**Metal 1**

Supply wires on this layer in gray.
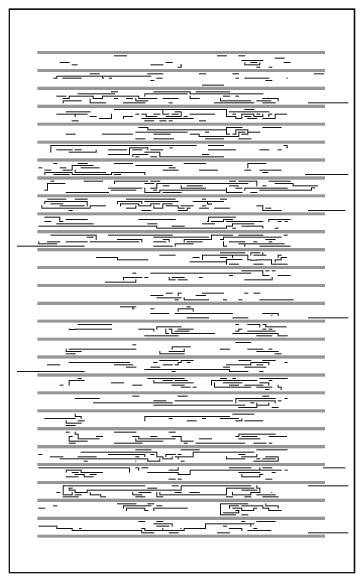
**Met2 routing**

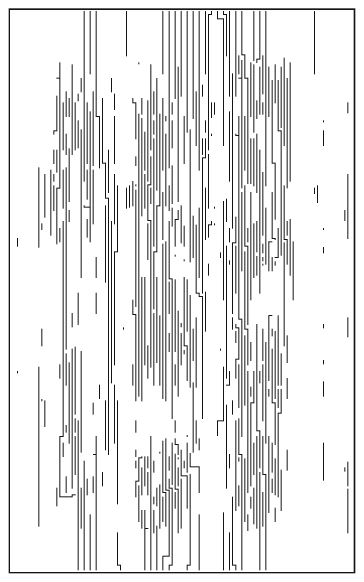
**Metal 3**

The bar under the picture is 20 microns long.
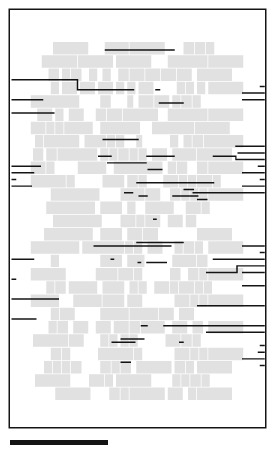
**The metal 4 layer**

Supply wires on this layer in gray.
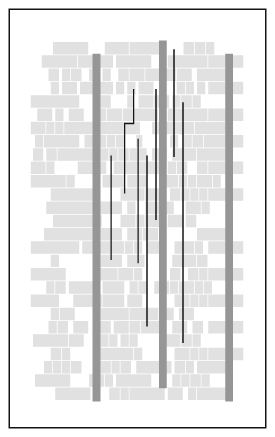
--- src/rtl/c499.sv ---
// c499: single-error-correcting decoder for 32 data bits and 8 check bits, registered Q.
// Define C499_INREG_EN to add an input register stage on D/C/E (latency 2 instead of 1).
module c499 (
  input  logic clk_i,
  input  logic srst_i,
  input  logic N1,
  input  logic N5,
  input  logic N9,
  input  logic N13,
  input  logic N17,
  input  logic N21,
  input  logic N25,
  input  logic N29,
  input  logic N33,
  input  logic N37,
  input  logic N41,
  input  logic N45,
  input  logic N49,
  input  logic N53,
  input  logic N57,
  input  logic N61,
  input  logic N65,
  input  logic N69,
  input  logic N73,
  input  logic N77,
  input  logic N81,
  input  logic N85,
  input  logic N89,
  input  logic N93,
  input  logic N97,
  input  logic N101,
  input  logic N105,
  input  logic N109,
  input  logic N113,
  input  logic N117,
  input  logic N121,
  input  logic N125,
  input  logic N129,
  input  logic N130,
  input  logic N131,
  input  logic N132,
  input  logic N133,
  input  logic N134,
  input  logic N135,
  input  logic N136,
  input  logic N137,
  output logic N724,
  output logic N725,
  output logic N726,
  output logic N727,
  output logic N728,
  output logic N729,
  output logic N730,
  output logic N731,
  output logic N732,
  output logic N733,
  output logic N734,
  output logic N735,
  output logic N736,
  output logic N737,
  output logic N738,
  output logic N739,
  output logic N740,
  output logic N741,
  output logic N742,
  output logic N743,
  output logic N744,
  output logic N745,
  output logic N746,
  output logic N747,
  output logic N748,
  output logic N749,
  output logic N750,
  output logic N751,
  output logic N752,
  output logic N753,
  output logic N754,
  output logic N755
);

  // Column of data bit i: one-hot byte index in S[3:0], bit-in-byte in S[6:4],
  // S7 set for even popcount so every column has weight >= 2.
  function automatic logic [7:0] col_f(input int i);
    logic [2:0] b;
    b = 3'(i % 8);
    col_f = 8'h00;
    for (int a = 0; a < 4; a++) begin
      if ((i / 8) == a) col_f[a] = 1'b1;
    end
    col_f[6:4] = b;
    col_f[7]   = ~(^b);
  endfunction

  function automatic logic [31:0] hrow_f(input int k);
    logic [7:0] col;
    hrow_f = 32'h0;
    for (int i = 0; i < 32; i++) begin
      col = col_f(i);
      hrow_f[i] = col[k];
    end
  endfunction

  logic [31:0] d_in;
  logic [7:0]  c_in;
  logic        e_in;

  assign d_in = {N125, N121, N117, N113, N109, N105, N101, N97,
                 N93,  N89,  N85,  N81,  N77,  N73,  N69,  N65,
                 N61,  N57,  N53,  N49,  N45,  N41,  N37,  N33,
                 N29,  N25,  N21,  N17,  N13,  N9,   N5,   N1};
  assign c_in = {N136, N135, N134, N133, N132, N131, N130, N129};
  assign e_in = N137;

  logic [31:0] d_s;
  logic [7:0]  c_s;
  logic        e_s;

`ifdef C499_INREG_EN
  logic [31:0] d_in_q;
  logic [7:0]  c_in_q;
  logic        e_in_q;

  always_ff @(posedge clk_i) begin
    if (srst_i) begin
      d_in_q <= 32'h0;
      c_in_q <= 8'h0;
      e_in_q <= 1'b0;
    end else begin
      d_in_q <= d_in;
      c_in_q <= c_in;
      e_in_q <= e_in;
    end
  end

  assign d_s = d_in_q;
  assign c_s = c_in_q;
  assign e_s = e_in_q;
`else
  assign d_s = d_in;
  assign c_s = c_in;
  assign e_s = e_in;
`endif

  logic [7:0]  syn;
  logic [31:0] mask;
  logic [31:0] q_d;
  logic [31:0] q_q;

  genvar gi;
  generate
    for (gi = 0; gi < 8; gi++) begin : g_syn
      localparam logic [31:0] HROW = hrow_f(gi);
      assign syn[gi] = c_s[gi] ^ (^(d_s & HROW));
    end
    // Only an exact column match flips a bit; unit-vector and stray syndromes pass data through.
    for (gi = 0; gi < 32; gi++) begin : g_mask
      localparam logic [7:0] COL = col_f(gi);
      assign mask[gi] = e_s & (syn == COL);
    end
  endgenerate

  assign q_d = d_s ^ mask;

  always_ff @(posedge clk_i) begin
    if (srst_i) begin
      q_q <= 32'h0;
    end else begin
      q_q <= q_d;
    end
  end

  assign N724 = q_q[0];
  assign N725 = q_q[1];
  assign N726 = q_q[2];
  assign N727 = q_q[3];
  assign N728 = q_q[4];
  assign N729 = q_q[5];
  assign N730 = q_q[6];
  assign N731 = q_q[7];
  assign N732 = q_q[8];
  assign N733 = q_q[9];
  assign N734 = q_q[10];
  assign N735 = q_q[11];
  assign N736 = q_q[12];
  assign N737 = q_q[13];
  assign N738 = q_q[14];
  assign N739 = q_q[15];
  assign N740 = q_q[16];
  assign N741 = q_q[17];
  assign N742 = q_q[18];
  assign N743 = q_q[19];
  assign N744 = q_q[20];
  assign N745 = q_q[21];
  assign N746 = q_q[22];
  assign N747 = q_q[23];
  assign N748 = q_q[24];
  assign N749 = q_q[25];
  assign N750 = q_q[26];
  assign N751 = q_q[27];
  assign N752 = q_q[28];
  assign N753 = q_q[29];
  assign N754 = q_q[30];
  assign N755 = q_q[31];

endmodule

--- config.mk ---
export PLATFORM = sky130hd
export DESIGN_NAME = c499
export DESIGN_NICKNAME = d
export VERILOG_FILES = /design/src/rtl/c499.sv
export SDC_FILE = /design/constraint.sdc
export NUM_CORES = 1
export LEC_CHECK = 0
export CORE_ASPECT_RATIO = 1.75
export CORE_MARGIN = 4
export CORE_UTILIZATION = 65
export DETAILED_ROUTE_END_ITERATION = 6
export DONT_BUFFER_PORTS = 1
export PLACE_DENSITY = 0.77
export SYNTH_ARGS = -nofsm -noshare
export SYNTH_HDL_FRONTEND = slang
export SYNTH_SLANG_ARGS = --single-unit
--- constraint.sdc ---
create_clock -name clk_i -period 4.15 [get_ports clk_i]
set_clock_uncertainty 0.15 [all_clocks]
set_input_delay 0.83 -clock clk_i [delete_from_list [all_inputs] [get_ports clk_i]]
set_output_delay 0.83 -clock clk_i [all_outputs]
set_load 0.05 [all_outputs]
==> impl_metrics.env <==
# source this file to load flow results
export IMPL_status="finished, final reports clean"
export IMPL_timing_final_ws_setup_ns=1.115
export IMPL_crit_path_top_delay_cell="xnor3_2"
export IMPL_synthArstFlopShare=0
export IMPL_ant_nets=0
export IMPL_critPathBufInv=0
export IMPL_powerComb_w=0.000554
export IMPL_fin_crit_ns=3.035
export IMPL_power_frac_seq=0.344
export IMPL_clkCellAreaFrac=0.02970
export IMPL_synth_edff_count=0
export IMPL_synth_warnings=0
export IMPL_cts_hold_buf=0
export IMPL_cts_max_level=2
export IMPL_wl_mm=5.247
export IMPL_grtUsageTotal=0.2512
export IMPL_synth_cell_area_sq_um=2222
export IMPL_clockPowerShare=0.178
export IMPL_worstSetupStartpoint="N121"
export IMPL_place_ws_ns=0.9269
export IMPL_p_seq_w=0.000399
export IMPL_p_leak_nw=0.7851
export IMPL_placementRows=27
export IMPL_grt_ovfl_total=0
export IMPL_path_cells="xor2_1 > xnor2_1 > xnor3_2 > xor2_4 > o211ai_2 > or3_1 > a21oi_1"
export IMPL_drive_gt1_frac=0.1409
export IMPL_cts_buffers=5
export IMPL_crit_cells=7
export IMPL_design_core_area_sq_um=3209
export IMPL_wl_per_cell_microns=19.95
export IMPL_critPathCapture="q_q[11]$_SDFF_PP0_"
export IMPL_seq_cells=32
export IMPL_finalSetupTns_ns=0
export IMPL_netlist_logic_family_top="XOR/XNOR gates"
export IMPL_synth_area_leader_cell="dfxtp_1"
-- 'metal 1' (at the start) --
longest straight run: 22.1 microns
main direction: horizontal
nets with wire on the layer: 240
share of all routed wire: 33%

-- 'met2 routing' (at the start) --
nets with wire on the layer: 237
share of all routed wire: 57%
main direction: vertical

-- 'metal 3' (at the start) --
wire length on this layer: 338 microns
share of all routed wire: 6.4%
main direction: horizontal
nets with wire on the layer: 49

-- 'the metal 4 layer' (at the start) --
main direction: vertical
longest straight run: 49.0 microns

